**src/rtl/led_sequencer.sv**
```systemverilog
// led_sequencer: button-cycled LED pattern modes stepped by a divided tick, with hold and PWM dimming
module led_sequencer #(
  parameter int unsigned TICK_DIV = 1500000
) (
  input  logic       clk,
  input  logic       rstn,
  input  logic       btn,
  input  logic       hold,
  input  logic [3:0] brightness,
  output logic [7:0] LPORT
);
  typedef enum logic [1:0] {ALL_ON, COUNT, BOUNCE, BLINK} mode_t;
  localparam logic [23:0] TMAX = 24'(TICK_DIV - 1);
  mode_t mode, mode_nxt;
  logic [23:0] tcnt;
  logic [7:0] pattern, pattern_nxt;
  logic [3:0] pwm_cnt;
  logic tick, btn_s1, btn_s2, btn_q, press, dir, dir_nxt, en;
  assign tick = tcnt == TMAX;
  // the button is only looked at on tick cycles, which also debounces it
  assign press = tick & btn_s2 & ~btn_q;
  assign en = (brightness == 4'hF) | (pwm_cnt < brightness);
  always_ff @(posedge clk or negedge rstn)
    if (!rstn) begin
      tcnt    <= '0;
      btn_s1  <= 1'b0;
      btn_s2  <= 1'b0;
      btn_q   <= 1'b0;
      pwm_cnt <= '0;
      LPORT   <= '0;
    end else begin
      tcnt    <= tick ? '0 : tcnt + 24'd1;
      btn_s1  <= btn;
      btn_s2  <= btn_s1;
      if (tick) btn_q <= btn_s2;
      pwm_cnt <= pwm_cnt + 4'd1;
      LPORT   <= pattern & {8{en}};
    end
  always_ff @(posedge clk or negedge rstn)
    if (!rstn) begin
      mode    <= ALL_ON;
      pattern <= 8'hFF;
      dir     <= 1'b0;
    end else begin
      mode    <= mode_nxt;
      pattern <= pattern_nxt;
      dir     <= dir_nxt;
    end
  // dir: 0 = moving left (toward bit 7), 1 = moving right
  always_comb begin
    mode_nxt    = mode;
    pattern_nxt = pattern;
    dir_nxt     = dir;
    if (press) begin
      mode_nxt    = mode_t'(mode + 2'd1);
      pattern_nxt = mode_nxt == COUNT ? 8'h00 : mode_nxt == BOUNCE ? 8'h01 : 8'hFF;
      dir_nxt     = 1'b0;
    end else if (tick && !hold) begin
      if (mode == COUNT) pattern_nxt = pattern + 8'd1;
      else if (mode == BLINK) pattern_nxt = ~pattern;
      else if (mode == BOUNCE) begin
        if (!dir) begin
          pattern_nxt = pattern == 8'h80 ? 8'h40 : {pattern[6:0], 1'b0};
          dir_nxt     = pattern == 8'h80;
        end else begin
          pattern_nxt = pattern == 8'h01 ? 8'h02 : {1'b0, pattern[7:1]};
          dir_nxt     = pattern != 8'h01;
        end
      end
    end
  end
endmodule

```
**config.mk**
```make
export PLATFORM = sky130hd
export DESIGN_NAME = led_sequencer
export DESIGN_NICKNAME = d
export VERILOG_FILES = /design/src/rtl/led_sequencer.sv
export SDC_FILE = /design/constraint.sdc
export NUM_CORES = 1
export LEC_CHECK = 0
export CAP_MARGIN = 20
export CELL_PAD_IN_SITES_DETAIL_PLACEMENT = 0
export CELL_PAD_IN_SITES_GLOBAL_PLACEMENT = 1
export CORE_MARGIN = 1.5
export CORE_UTILIZATION = 50
export DETAILED_ROUTE_END_ITERATION = 10
export GPL_TIMING_DRIVEN = 0
export HOLD_SLACK_MARGIN = 0.08
export PLACE_DENSITY = 0.92
export RECOVER_POWER = 50
export SLEW_MARGIN = 25
export SYNTH_ARGS = -nofsm -noshare
export SYNTH_HDL_FRONTEND = slang
export SYNTH_SLANG_ARGS = --single-unit
```
**constraint.sdc**
```tcl
create_clock -name clk -period 3.1 [get_ports clk]
set_clock_uncertainty 0.05 [all_clocks]
set_input_delay 0.465 -clock clk [delete_from_list [all_inputs] [get_ports clk]]
set_output_delay 0.465 -clock clk [all_outputs]
set_load 0.005 [all_outputs]
```
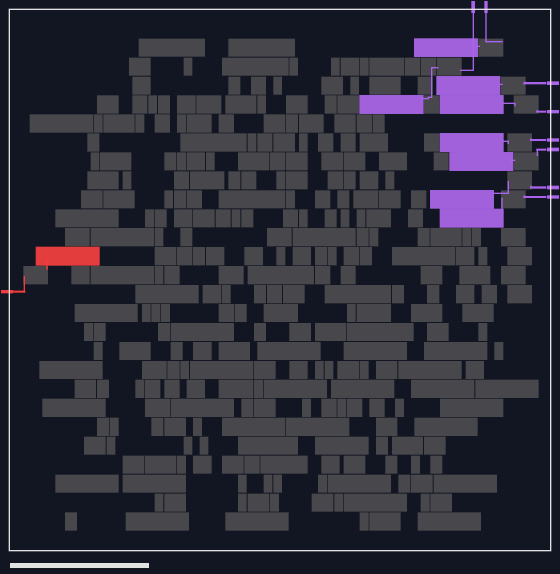
Fig. 1. Port wiring (run 1).
The bar under the picture is 20 um long.
| port | color | direction | edge | end cells | buffers | wire |
|---|---|---|---|---|---|---|
| LPORT | purple | output | 6 right, 2 top | 8 | 8 | 49.4 um |
| btn | red | input | left | 1 | 1 | 5.20 um |

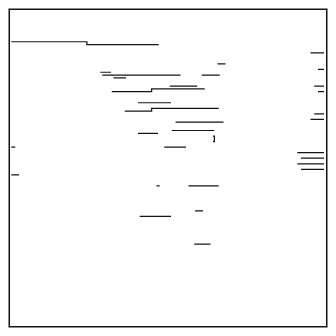
Fig. 2. Signal wires on met3 (run 1).
nets with wire on the layer: 26
share of all routed wire: 4.0%
Vias: 2,120
met3 usage: 0.04353
total wire length: 5478 um

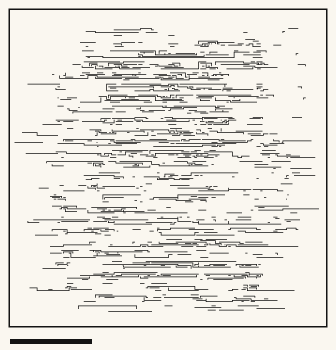
Fig. 3. Signal wires on met1 (run 1).
The bar under the picture is 20 um long.
longest straight run: 32.2 um
nets with wire on the layer: 282
share of all routed wire: 47%
wire length on this layer: 2,600 um

==> impl_metrics.toml, run 1 <==
# implementation run metrics
[synth]
synth_cells = 278
flop_cell = "dfrtp_1"
synth_flops = 50
ys_types = 58
yosysChipArea_um2 = 2774
synth.top_cells.by_area = "dfrtp_1 (38%), dfstp_2 (7.6%), ha_1 (5.4%), xnor2_1 (4.4%), nand2_1 (3.7%)"
ys_seq_frac = 0.4547

[cts]
clock_latency_ns = 0.31
post_cts_buffers = 0
htreeDepth = 2

[sta]
tightest_slew_ns = 1.203
achievable-frequency_mhz = 418.9
period_minus_slack_ns = 2.387
hold_viol_final = 0

[route]
routed_via_density = 5.714
dr.pass1.iters = 4
ant_nets = 0

[cells_and_area]
drive_gt1_frac = 0.1163

[placed_design]
placed_cells = 363
gp_congestion = 0.8794

[die]
dieArea_um2 = 6004
die_h_um = 77.49
die_x_um = 77.49

[grt]
antenna_found_initial = 0
grt.overflow.total = 0

[power_and_ir_drop]
p_per_area_nw_per_um2 = 352.7
p_seq_frac = 0.601

[critical_path]
crit_path_end_kind = "flop"
critPathMaxFanout = 9

[run_status]
status = "finished, final reports clean"
-- run 1: placed cells by master, fill, tap and decap left out, types with 6 or more instances in the layout --
cell,synthesis,final
and3_1,12,12
clkdlybuf4s50_1,0,13
dfrtp_1,42,42
dfstp_2,8,8
ha_1,12,12
inv_1,13,13
nand2_1,27,27
nand2b_1,8,8
nand3_1,16,16
nand4_1,6,6
nor2_1,23,23
nor3_1,7,7
o21ai_0,7,7
xnor2_1,14,14
xor2_1,8,8
-- run 1: critical path: stages (launching register included) --
cell and delay (ns):
dfrtp_1 0.40, ha_1 0.24, nand4_2 0.19, nand4b_4 0.25, nor3_2 0.56, nand2_1 0.36, a31oi_1 0.26
-- run 1: registers in the layout (all words and copies together) (netlist names) --
name     flops
pattern      8
LPORT        8
dir          1
btn_q        1
pwm_cnt      4
btn_s2       1
mode         2
tcnt        24
btn_s1       1
-- run 1: area by class of cell --
type,instances,area [um^2]
plain buffers,11,47.55
clock inverters,3,25.02
well taps,70,87.58
repair buffers,15,145.1
flip-flops and latches,50,1261
inverters,13,48.80
multi-input cells,204,1416
fillers,462,2137
clock buffers,5,68.82
-- run 1: through the flow --
stage               setup slack, ns  power [mW]  hold WS (ns)
finish                       0.7126       1.094        0.3057
global route                 0.4829       1.138        0.3210
CTS                          0.7257       1.112        0.1292
detailed placement           0.7284      0.7085        0.2864
global placement            0.09605      0.7080        0.2827
floorplan                     1.121      0.6792        0.1194
-- run 1: worst paths after layout --
path	from	end	depth (start not counted)	slack [ns]
setup / recovery	tcnt[0]	pattern[5]	6	0.71
hold / removal	btn_s1	btn_s2	0	0.31
setup reg to reg	tcnt[0]	pattern[5]	6	0.71
hold reg to reg	btn_s1	btn_s2	0	0.31
max in group asynchronous	rstn	LPORT[5]	1	1.93
min in group asynchronous	rstn	tcnt[22]	1	0.33
-- run 1: kinds of logic after synthesis --
logic type,synth area share
xor+xnor,0.06947
mux,0.01894
buf+inv,0.03473
flops,0.4547
compound gates,0.09427
fa+ha+maj,0.05413
simple gates,0.2738
-- run 1: metal layers --
layer  track usage  routed length (um)
met5             0                   0
met4       0.08182                  72
met3       0.04353                 217
met2        0.3237                2591
met1        0.2785                2597
-- run 1: power by group through the flow --
stage / Combinational [mW] / Clock [mW] / Sequential [mW]
global placement: 0.0381 / 0 / 0.670
CTS: 0.0389 / 0.415 / 0.657
finish: 0.0364 / 0.400 / 0.657
detailed placement: 0.0386 / 0 / 0.670
floorplan: 0.00875 / 0 / 0.670
global route: 0.0420 / 0.438 / 0.658
Fig. 4: run 1, M2 wires
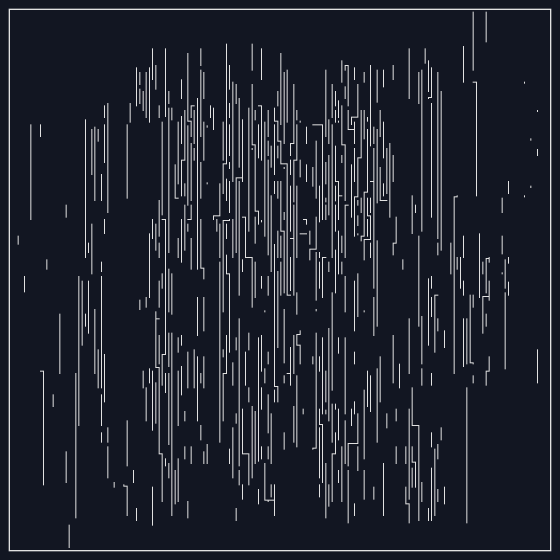

==> run 1 -> run 2 <==
- CORE_UTILIZATION: 50 -> 47
- PLACE_DENSITY: 0.92 -> 0.88
- clock period: 3.1 -> 2.2 ns (I/O delays scaled with it)
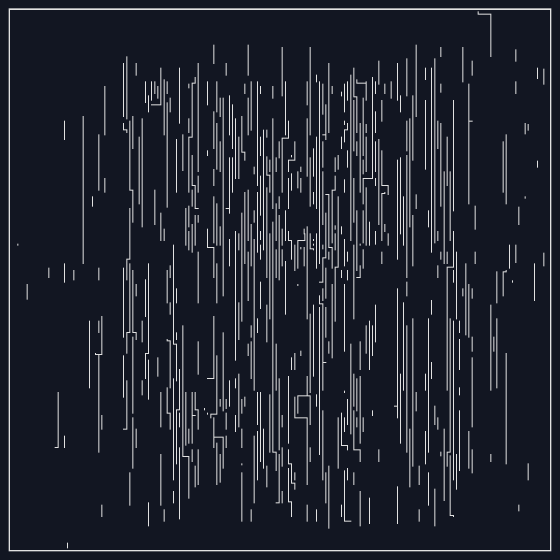
Fig. 5. M2 wires (run 2).
wire length on this layer: 2,730 um
nets with wire on the layer: 265

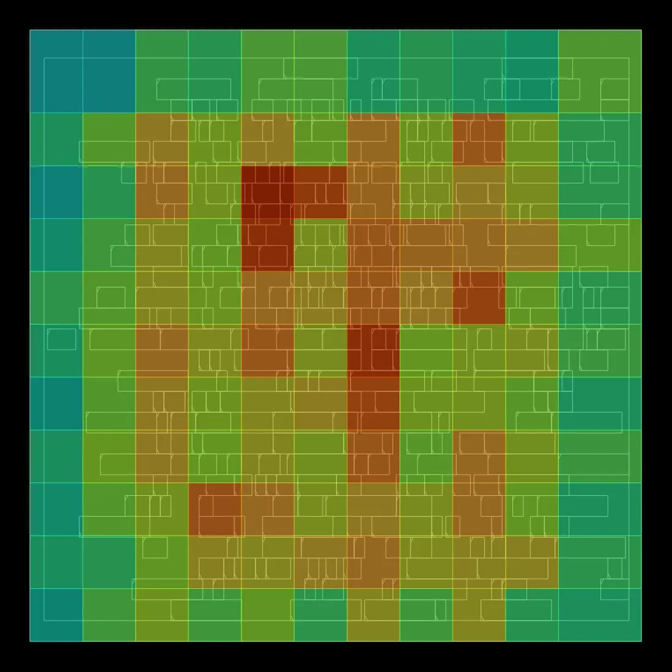
Fig. 6. Routing congestion map (run 2).
wire per inst: 15.26 um
GR peak layer: met2
met3 usage: 0.04114
met2 Usage GRT: 0.3288

==> run 2 against run 1 <==
Non-clock buffer count up 10. Maximum frequency up 12%. Via count up 2.5%. Sequential share of layout area down 2.1 points. Combinational power up 49%. Worst hold slack better by 0.0071 ns. Count of clock-buffer cells in the layout up 1. Cell count up 3.2%. Worst setup slack worse by 0.64 ns. Critical endpoint is now tcnt[14]. Largest power group unchanged.
==> impl_metrics.toml, run 2 <==
# implementation run metrics
[run_status]
status = "finished, final reports clean"

[synth]
synthXorXnorAreaFrac = 0.06946
ys_types = 58
synth.mux.area_fraction = 0.01894
ys_seq_frac = 0.4547
compound_area_frac = 0.09427
yosysChipArea_um2 = 2774
synthAdderAreaFrac = 0.05413
flop_cell = "dfrtp_1"
synth_cells = 278
yosys.area_share.simple = 0.2738

[sta]
period_minus_slack_ns = 2.124
tightest_slew_ns = 1.230
achievable-frequency_mhz = 470.7
hold_viol_final = 0

[cells_and_area]
largest-register = "tcnt"
mostFrequentLayoutCells = "dfrtp_1 (41), nand2_1 (27), nor2_1 (23), nand3_1 (15), xnor2_1 (14)"
biggestRegsByFlops = "tcnt (24), LPORT (8), pattern (8)"
drive_gt1_frac = 0.1672
final_layout_top_logic_cell = "dfrtp_1"
final_cells = 383
largest_register_ffs = 24

[grt]
grt.overflow.total = 0
antenna_found_initial = 0

[cts]
clock_latency_ns = 0.32
htreeDepth = 2

[critical_path]
r2r_end = "tcnt[14]"
crit_chain = "ha_4 -> nand4_4 -> nand4b_4 -> buf_4 -> nor2_1 -> clkbuf_1 -> nor2_1"
start_kind = "flop"
crit_path_end_kind = "flop"
slowest_stage = "clkbuf_1"
reg2reg_slack_ns = 0.08
crit_top_cell = "nor2_1"
critPathMaxFanout = 10
rr_worst_depth = 7

[hold_path]
hold_depth = 0
worstHoldEndpoint = "btn_s2"

[placed_design]
gp_congestion = 0.8569

[power_and_ir_drop]
p_per_area_nw_per_um2 = 476.4

[route]
routed_via_density = 5.674
drt-total-wl_um = 5844
vias = 2173

[die]
die_h_um = 79.83
die_x_um = 79.83
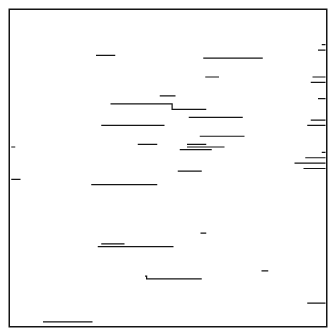
Fig. 7. Signal wires on met3 (run 2).
wire length on this layer: 237 um
longest straight run: 18.9 um
main direction: horizontal
nets with wire on the layer: 29

run 2: cell type report:
cell class              instances  area [um^2]
plain buffers                  11        60.06
clock buffers                   6        82.58
clock inverters                 2        17.52
fillers                       495         2338
inverters                      13        48.80
multi-input cells             204         1485
flip-flops and latches         50         1262
well taps                      72        90.09
repair buffers                 25        222.7
run 2: cells by family after synthesis:
group / after synthesis
buf+inv: 24
fa+ha+maj: 12
mux: 5
simple gates: 129
flops: 50
compound gates: 36
xor+xnor: 22
run 2: routing by layer:
metal  up-vias  routed length (um)  track usage
li1       1052                   -            -
met1      1061                2795       0.2795
met2        54                2734       0.3288
met3         6                 237      0.04114
met4         0                  77      0.06379
met5         -                   0            0
run 2: how the worst max path moves through the flow:
| stage | from | end | slack [ns] |
|---|---|---|---|
| 6_report | tcnt[1] | tcnt[14] | 0.08 |
| 5_1_grt | tcnt[1] | btn_q | -0.08 |
| 4_1_cts | tcnt[0] | pattern[7] | 0.01 |
| 3_5_place_dp | tcnt[0] | pattern[5] | -0.21 |
| 3_3_place_gp | rstn | LPORT[1] | -0.67 |
| 2_1_floorplan | tcnt[0] | pattern[7] | 0.22 |
run 2: report_power, final:
part           switching [mW]  internal (mW)  total (mW)
Clock                   0.318          0.259       0.577
Combinational          0.0298         0.0243      0.0541
Sequential            0.00161          0.925       0.926
Total                   0.349           1.21        1.56
run 2: what timing repair did:
item / in CTS / in global routing
resized: 5 / 16
hold endpoints to repair: 42 / 0
endpoints found under the setup margin: 8 / 7
setup buffers: 1 / 8
hold buffers: 1 / 0
pin swaps: 0 / 2
run 2: worst max-delay path: cells and delay by family (launching register included):
family | cells | cell delay (ns)
buf+inv | 2 | 0.61
flops | 1 | 0.42
fa+ha+maj | 1 | 0.19
simple gates | 4 | 0.72
run 2: stage by stage:
step | TNS (ns) | setup WS [ns] | hold WS (ns) | power (mW)
global placement | -29.56 | -0.6688 | 0.2825 | 0.9977
finish | 0 | 0.07554 | 0.3127 | 1.558
CTS | 0 | 0.01327 | 0.3182 | 1.585
global route | -0.5949 | -0.08420 | 0.3288 | 1.635
detailed placement | -0.9804 | -0.2071 | 0.2960 | 0.9987
floorplan | 0 | 0.2205 | -0.01559 | 0.9570
Fig. 8: run 2, signal wires on met1
The bar under the picture is 20 um long.
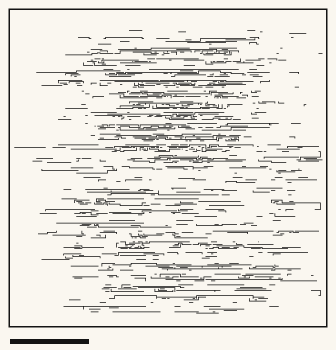

==> run 2 -> run 3 <==
- CELL_PAD_IN_SITES_DETAIL_PLACEMENT: 0 -> default
- CELL_PAD_IN_SITES_GLOBAL_PLACEMENT: 1 -> default
- CORE_UTILIZATION: 47 -> 55
- PLACE_DENSITY: 0.88 -> 0.82
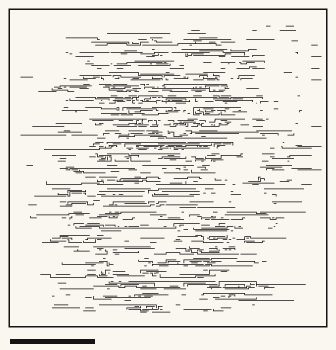
Fig. 9. Signal wires on met1 (run 3).
The bar under the picture is 20 um long.
nets with wire on the layer: 303
share of all routed wire: 44%
wire length on this layer: 2,570 um
main direction: horizontal
global routing usage on met1: 0.3150
total wire length: 5875 um

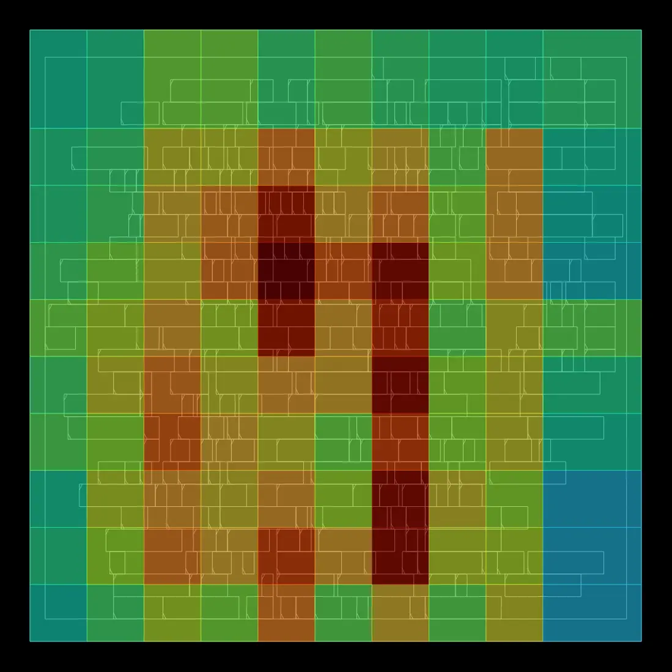
Fig. 10. Routing congestion map (run 3).
post-layout util: 0.6787
met3 usage: 0.05285
wire per inst: 15.67 um

==> run 3 against run 2 <==
First-iteration DRC count is 7.5% higher. Sequential power about the same. Power is 6.2% higher. Wire length grew 0.53%. Maximum frequency decreased by 0.46%. Flip-flop count is the same. Critical path depth stayed put. Synthesized area stayed put. Register-to-register slack barely moved. Cell count down 2.1%. Design area is 0.65% lower. Via count increased by 2.8%. Critical path type unchanged.
==> impl_metrics.toml, run 3 <==
# implementation run metrics
[cells_and_area]
largest_register_ffs = 24
drive_gt1_frac = 0.1558
final_cells = 375

[synth]
synthAdderAreaFrac = 0.05413
flop_cell = "dfrtp_1"
compound_area_frac = 0.09427
synth_cells = 278
ys_seq_frac = 0.4547
synth.mux.area_fraction = 0.01894
ys_types = 58
yosysChipArea_um2 = 2774

[sta]
tns_ns = 0
period_minus_slack_ns = 2.134
tightest_slew_ns = 1.199
hold_viol_final = 0

[critical_path]
r2r_end = "pattern[7]"
critPathMaxFanout = 9
timing.critical_path.to = "pattern[7]"
start_kind = "flop"

[run_status]
status = "finished, final reports clean"

[die]
die_h_um = 74.02

[grt]
grt.overflow.total = 0

[placed_design]
pre_cts_slack_ns = -0.1526
gp_congestion = 0.9009
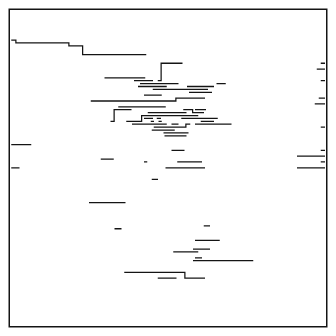
Fig. 11. Signal wires on met3 (run 3).
wire length on this layer: 351 um
longest straight run: 19.8 um
share of all routed wire: 6.0%
main direction: horizontal
nets with wire on the layer: 46
Vias: 2,234

==> run 3: cells by family (layout without fill, tap and decap cells) <==
group | Yosys count | count (layout)
flops | 50 | 50
compound gates | 36 | 36
buf+inv | 24 | 54
fa+ha+maj | 12 | 12
xor+xnor | 22 | 22
simple gates | 129 | 129
mux | 5 | 5
==> run 3: timing repair <==
action                                  in CTS  in global routing
hold buffers                                 1                  0
hold endpoints to repair                    42                  0
setup buffers                                3                  3
pin swaps                                    0                  2
endpoints found under the setup margin       8                 18
gates resized                                5                 16
==> run 3: final cells by class <==
class | instances | area [um^2]
plain buffers | 11 | 61.31
well taps | 67 | 83.83
clock buffers | 5 | 68.82
inverters | 13 | 48.80
flip-flops and latches | 50 | 1261
multi-input cells | 204 | 1480
repair buffers | 22 | 200.2
fillers | 353 | 1538
clock inverters | 3 | 43.79
==> run 3: worst min-delay path by stage <==
stage	startpoint	end	slack [ns]	depth (start not counted)
2_1_floorplan	rstn	LPORT[0]	-0.02	0
3_5_place_dp	btn_s1	btn_s2	0.28	0
5_1_grt	btn_s1	btn_s2	0.31	0
3_3_place_gp	btn_s1	btn_s2	0.28	0
4_1_cts	btn_s1	btn_s2	0.31	0
6_report	btn_s1	btn_s2	0.30	0
==> run 3: metal layers <==
| metal | routed length (um) | part of all wire | track usage | vias to the layer above |
|---|---|---|---|---|
| met1 | 2571 | 0.44 | 0.3150 | 1080 |
| met4 | 102 | 0.017 | 0.07202 | 0 |
| met5 | 0 | 0 | 0 | - |
| met2 | 2852 | 0.49 | 0.3671 | 99 |
| met3 | 350 | 0.060 | 0.05285 | 14 |
| li1 | - | - | - | 1041 |
==> run 3: critical path, delay by kind of cell (launching register included) <==
family,cells,cell delay (ns)
AND/OR/NAND/NOR,5,1.26
adder cells (fa/ha/maj),1,0.18
buffers and inverters,1,0.14
flip-flops,1,0.44
==> run 3: through the flow <==
step,power [mW],cell area [um^2]
floorplan,0.9570,2774
global route,1.697,3248
finish,1.655,3248
detailed placement,0.9977,3005
global placement,0.9972,3008
CTS,1.654,3173
==> run 3: report_power, final <==
group	internal (mW)	switching (mW)
Clock	0.341	0.332
Sequential	0.925	0.00158
Combinational	0.0254	0.0298
Total	1.29	0.363
Power and IR drop assume default switching activity.
